$ cat src/rtl/bpsk_mod_framer_pkg.sv
// Shared definitions for the BPSK modulator family: state codes, symbol
// constants and the widest supported data word.
package bpsk_mod_framer_pkg;

  localparam int N_MAX = 15;

  // Antipodal two-chip symbols: a data 0 is sent as 01, a data 1 as 10.
  localparam logic [1:0] SYM_ZERO = 2'b01;
  localparam logic [1:0] SYM_ONE  = 2'b10;

  // Framer state enumeration, kept as plain constants for legacy tools.
  typedef logic [1:0] state_t;
  localparam state_t IDLE = 2'd0;
  localparam state_t MAP  = 2'd1;
  localparam state_t HOLD = 2'd2;

endpackage

$ cat src/rtl/bpsk_mod_framer_if.sv
// Word-in / symbol-word-out handshake bundle between a data source, the
// framer and the downstream demodulator or channel.
interface bpsk_mod_framer_if #(
  parameter int N = 8
);
  logic [N-1:0]   data_in;
  logic           in_valid;
  logic           in_ready;
  logic [2*N-1:0] sym_out;
  logic           out_valid;
  logic           out_ready;

  // Framer side: consumes data words, produces symbol words.
  modport slave (
    input  data_in, in_valid, out_ready,
    output in_ready, sym_out, out_valid
  );

  // Environment side: source of data words and sink of symbol words.
  modport master (
    output data_in, in_valid, out_ready,
    input  in_ready, sym_out, out_valid
  );
endinterface

$ cat src/rtl/bpsk_sym_map.sv
// Single-bit BPSK mapper, shared by every modulator variant.
module bpsk_sym_map
  import bpsk_mod_framer_pkg::*;
(
  input  logic       bit_in,
  output logic [1:0] sym
);

  // Pure combinational lookup; no state.
  assign sym = bit_in ? SYM_ONE : SYM_ZERO;

endmodule

$ cat src/rtl/bpsk_mod_framer.sv
// BPSK word framer: accepts an N-bit word, maps it LSB first into a 2N-bit
// symbol word one bit per cycle, then holds it until downstream takes it.
module bpsk_mod_framer
  import bpsk_mod_framer_pkg::*;
#(
  parameter int N = 8
) (
  input  logic               clk,
  input  logic               rst,
  bpsk_mod_framer_if.slave   bus,
  output logic               busy,
  output logic [15:0]        word_count
);

  // Reject unsupported widths when the design is elaborated.
  generate
    if (N < 1 || N > N_MAX) begin : g_bad_n
      $error("bpsk_mod_framer: N must be in 1..%0d", N_MAX);
    end
  endgenerate

  state_t         state;
  logic [N-1:0]   shift_q;
  logic [3:0]     idx_q;
  logic [2*N-1:0] sym_q;
  logic [15:0]    word_count_q;
  logic [1:0]     cur_sym;

  // The bit currently at the bottom of the shift register is the one mapped.
  bpsk_sym_map u_map (
    .bit_in (shift_q[0]),
    .sym    (cur_sym)
  );

  // Handshake flags come straight from the registered state.
  assign bus.in_ready  = (state == IDLE);
  assign bus.out_valid = (state == HOLD);
  assign busy          = (state != IDLE);
  assign bus.sym_out   = sym_q;
  assign word_count    = word_count_q;

  // Framing state machine with datapath; reset overrides any handshake.
  // NOTE: every register here is assigned with <= so all of them sample the
  // pre-edge values; mixing in = would make results depend on statement order.
  always_ff @(posedge clk) begin
    if (rst) begin
      // NOTE: the shift register and symbol word are explicitly cleared so a
      // word in flight is fully discarded, not just invalidated by state.
      state        <= IDLE;
      shift_q      <= '0;
      idx_q        <= '0;
      sym_q        <= '0;
      word_count_q <= '0;
    end else begin
      case (state)
        IDLE: begin
          if (bus.in_valid) begin
            shift_q <= bus.data_in;
            sym_q   <= '0;
            idx_q   <= '0;
            state   <= MAP;
          end
        end
        MAP: begin
          sym_q[2*int'(idx_q) +: 2] <= cur_sym;
          shift_q <= shift_q >> 1;
          idx_q   <= idx_q + 4'd1;
          if (idx_q == 4'(N - 1)) state <= HOLD;
        end
        HOLD: begin
          if (bus.out_ready) begin
            state        <= IDLE;
            word_count_q <= word_count_q + 16'd1;
          end
        end
        default: state <= IDLE;
      endcase
    end
  end

endmodule

$ cat src/flat_wrapper.sv
// flat-port wrapper written by rule: the top's interface ports become plain ports
module bpsk_mod_framer_flat import bpsk_mod_framer_pkg::*;
#(
  parameter int N = 8
)
  (clk, rst, busy, word_count, bus_data_in, bus_in_valid, bus_out_ready, bus_in_ready, bus_sym_out, bus_out_valid);
  bpsk_mod_framer_if #(.N(N)) bus_i ();
  input  logic clk;
  input  logic rst;
  output logic busy;
  output logic [15:0] word_count;
  input wire logic [$bits(bus_i.data_in)-1:0] bus_data_in;
  input wire logic [$bits(bus_i.in_valid)-1:0] bus_in_valid;
  input wire logic [$bits(bus_i.out_ready)-1:0] bus_out_ready;
  output wire logic [$bits(bus_i.in_ready)-1:0] bus_in_ready;
  output wire logic [$bits(bus_i.sym_out)-1:0] bus_sym_out;
  output wire logic [$bits(bus_i.out_valid)-1:0] bus_out_valid;
  assign bus_i.data_in = bus_data_in;
  assign bus_i.in_valid = bus_in_valid;
  assign bus_i.out_ready = bus_out_ready;
  assign bus_in_ready = bus_i.in_ready;
  assign bus_sym_out = bus_i.sym_out;
  assign bus_out_valid = bus_i.out_valid;
  bpsk_mod_framer #(.N(N)) u_core (.clk(clk), .rst(rst), .bus(bus_i), .busy(busy), .word_count(word_count));
endmodule
$ cat config.mk
export PLATFORM = sky130hd
export DESIGN_NAME = bpsk_mod_framer_flat
export DESIGN_NICKNAME = d
export VERILOG_FILES = /design/src/rtl/bpsk_mod_framer_pkg.sv /design/src/rtl/bpsk_mod_framer_if.sv /design/src/rtl/bpsk_sym_map.sv /design/src/rtl/bpsk_mod_framer.sv /design/src/flat_wrapper.sv
export SDC_FILE = /design/constraint.sdc
export NUM_CORES = 1
export LEC_CHECK = 0
export ABC_AREA = 1
export CAP_MARGIN = 30
export CORE_MARGIN = 2
export CORE_UTILIZATION = 40
export DETAILED_ROUTE_END_ITERATION = 10
export MAX_ROUTING_LAYER = met4
export PLACE_DENSITY = 0.67
export SYNTH_ARGS = -nofsm -noshare
export SYNTH_HDL_FRONTEND = slang
export SYNTH_HIERARCHICAL = 1
export SYNTH_SLANG_ARGS = --single-unit
$ cat constraint.sdc
create_clock -name clk -period 5.32 [get_ports clk]
set_input_delay 1.064 -clock clk [delete_from_list [all_inputs] [get_ports clk]]
set_output_delay 1.064 -clock clk [all_outputs]
set_load 0.005 [all_outputs]
Fig. 1: supply network
The bar under the picture is 20 um long. Pins as bars on the die edge. Tap cells in gray.
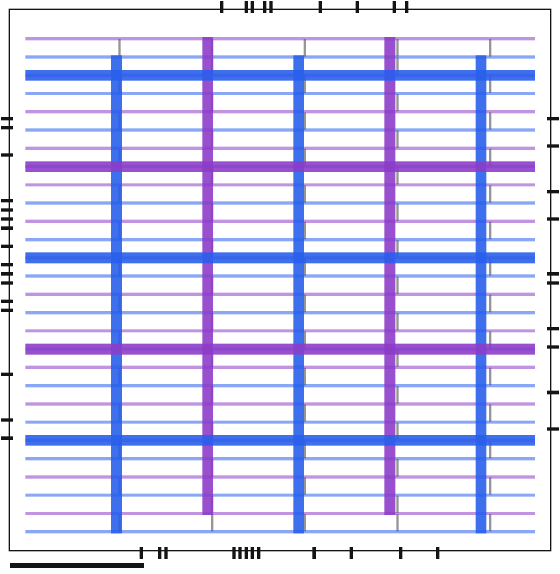
| color | net |
|---|---|
| purple | VDD |
| blue | VSS |
tap cells: 72
rows: 27
met1 rails: 28
met4 straps: 5
met5 straps: 5

Fig. 2: placement by cell class
The bar under the picture is 20 um long.
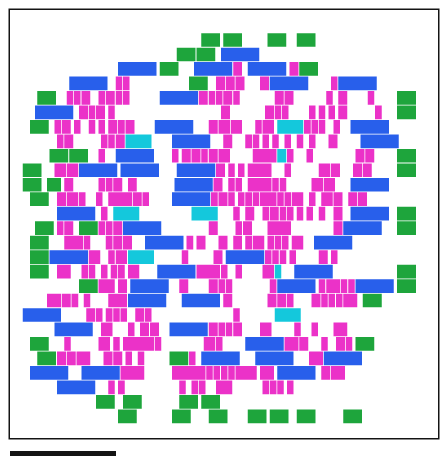
| color | class | cells |
|---|---|---|
| blue | sequential cells | 46 |
| cyan | clock drivers and dummy loads | 8 |
| magenta | remaining logic cells | 272 |
| green | remaining buffers and delay cells | 47 |

Fig. 3: clock network drawn from the DEF
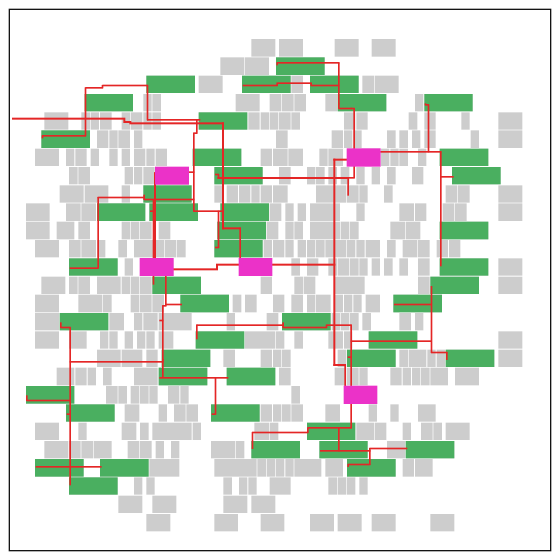
[red] clock wires | length: 558 um
[magenta] clock-net drivers | count: 5
[green] flip-flops | count: 46
routed clock nets: 6
flops lie: widely spread

==> results.py <==
# Auto-generated metrics
metrics = {
    "run_status": {
        "status": "completed",
    },
    "flow_run": {
        "tool_warnings": 29,
        "cap_violations": 0,
    },
    "setup_path": {
        "endpoint_kind": "primary output",
        "r2r-end": "u_core/bus.sym_out[10]",
        "critical_path_class": "flip-flop to primary output",
        "reg2regPathDepth": 11,
        "cp-start-kind": "flip-flop",
        "r2r-start": "u_core/idx_q[0]",
        "worstPathArrival_ns": 1.39,
        "crit_required_ns": 4.26,
    },
    "global_route": {
        "grt_util_met3_pct": 3.60,
        "grt_pass1_wl_um": 8750,
        "grt_max_degree": 33,
        "grt_pass1_vias": 2012,
        "grt_antenna_before_repair": 0,
        "met2_usage_pct": 28.2,
        "busiest_layer": "met2",
        "grt_overflow": 0,
    },
    "clock_tree": {
        "cts_buffer_depth": 2,
        "worst_skew_pair.late_latency_ns": 0.30,
        "htreeDepth": 2,
        "cts_root_buf": "clkbuf_8",
        "cts_setup_buffers": 0,
        "cts.sinks": 46,
        "cts_inserted_buffers": 5,
        "cts-resized-gates": 0,
        "cts_tree": "built",
    },
    "drt": {
        "dr_wl_met2_um": 2390,
        "route.met3.wl_um": 246,
        "drc": 0,
        "met1_length_um": 2390,
        "topRoutingLayerUsed": "met4",
        "dr.pass1.iters": 4,
        "num_vias": 2181,
        "drtIter0Drc": 134,
        "ant_nets": 0,
    },
    "die": {
        "fp_util_pct": 41.9,
        "core_area_mm2": 0.00557,
        "n_tap_cell": 72,
        "ios": 47,
        "dieArea_mm2": 0.00647,
    },
    "synthesis": {
        "synthAoiAreaFrac_pct": 14.0,
        "synthTopLogicFamily": "simple AND/OR/NAND/NOR gates",
        "ys_cells": 330,
        "synth-async-reset-ratio_pct": 0,
        "ys_area_mm2": 0.00234,
        "xor_share_pct": 0.749,
        "top_cells_by_area": "dfxtp_1 39%, nand2_1 10%, a21oi_1 8.1%",
        "ys_sh_mux_pct": 0,
        "ys_ff": 46,
        "synth_top_area_share_pct": 39.4,
        "synth_warnings": 6,
        "syn-instance-count": 330,
        "synth.distinct_cells": 33,
        "ys_seq_share_pct": 39.4,
        "synth_top_flop_cell": "dfxtp_1",
        "top_cells_by_count": "62 x nand2_1, 46 x dfxtp_1, 41 x inv_1",
        "most_common_cell": "nand2_1",
        "adder_share_pct": 3.21,
    },
    "layout": {
        "nClkBuffers": 7,
        "final_nets": 390,
        "seq_share_pct": 31.7,
        "nFillCells": 571,
        "postLayoutCellArea_mm2": 0.00291,
        "layout-drive-gt1-share_pct": 7.24,
        "logic_gates": 223,
        "clock_area_share_pct": 3.14,
        "n_all_inverters": 49,
        "dominant_cells": "combinational gates",
        "instances_no_fill": 445,
        "area_growth_syn_to_layout_pct": 24.4,
        "ff_count": 46,
        "bufAreaShareNonClock_pct": 16.1,
        "logic_area_mm2": 0.00115,
        "lay_top_count": "nand2_1",
    },
    "sta": {
        "fin_crit_sh_pct": 46.2,
        "fin_crit_ns": 2.46,
        "max_freq_mhz": 407,
        "finalMaxSlewViolations": 0,
        "worstMarginPinSlew_ns": 0.517,
        "fin_hold_ws_ns": 0.470,
        "setup_viol": 0,
        "setup_slack_ns": 2.86,
    },
    "power_and_ir_drop": {
        "p_switching_w": 0.000207,
        "leakage_nw": 1.12,
        "max-vdd-ir-drop_uv": 150,
        "powerSeq_w": 0.000369,
        "clk-power_w": 0.000220,
        "power_frac_seq_pct": 51.5,
        "power.share.clock_pct": 30.8,
        "p_sw_share_pct": 28.9,
    },
    "placed_design": {
        "post-place-cells": 437,
        "io_buffer_count": 46,
        "dp_slack_ns": 2.70,
        "dp_hpwl_um": 3670,
        "place_area_mm2": 0.00282,
    },
    "hold_path": {
        "min_to": "u_core/shift_q[4]",
    },
}
Fig. 4: signal wires by layer
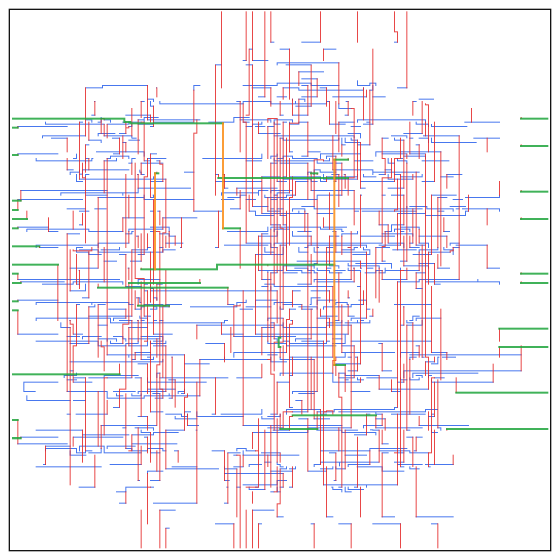
| color | layer | wire length |
|---|---|---|
| red | M2 | 2,390 um |
| green | M3 | 246 um |
| blue | M1 | 2,390 um |
| orange | M4 | 60.5 um |
total routed wirelength: 5090 um
Total GRT Usage: 17.4%

Fig. 5: track usage over the die
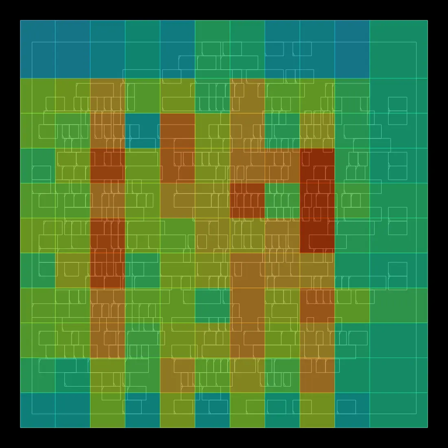
average wire per standard cell: 11.4 um
global routing usage on met1: 22.0%

==> worst max-delay path by stage <==
stage,from,slack (ns),to,cells after the start
2_1_floorplan,bus_out_ready,3.40,u_core/word_count[9],8
3_3_place_gp,bus_out_ready,2.75,u_core/word_count[14],8
3_5_place_dp,bus_in_valid,2.70,u_core/bus.sym_out[6],8
4_1_cts,u_core/state[1],2.85,busy,3
5_1_grt,u_core/state[1],2.78,busy,3
6_report,u_core/state[1],2.86,busy,3
==> sequential cells by signal, summed over array words and instances (netlist names) <==
name,count
u_core/shift_q,8
u_core/state,2
u_core/word_count,16
u_core/bus.sym_out,16
u_core/idx_q,4
==> worst max-delay path, cell delays in order (launching register included) <==
cell,delay (ns)
dfxtp_1,0.42
nor2_1,0.09
inv_1,0.08
clkdlybuf4s50_1,0.51
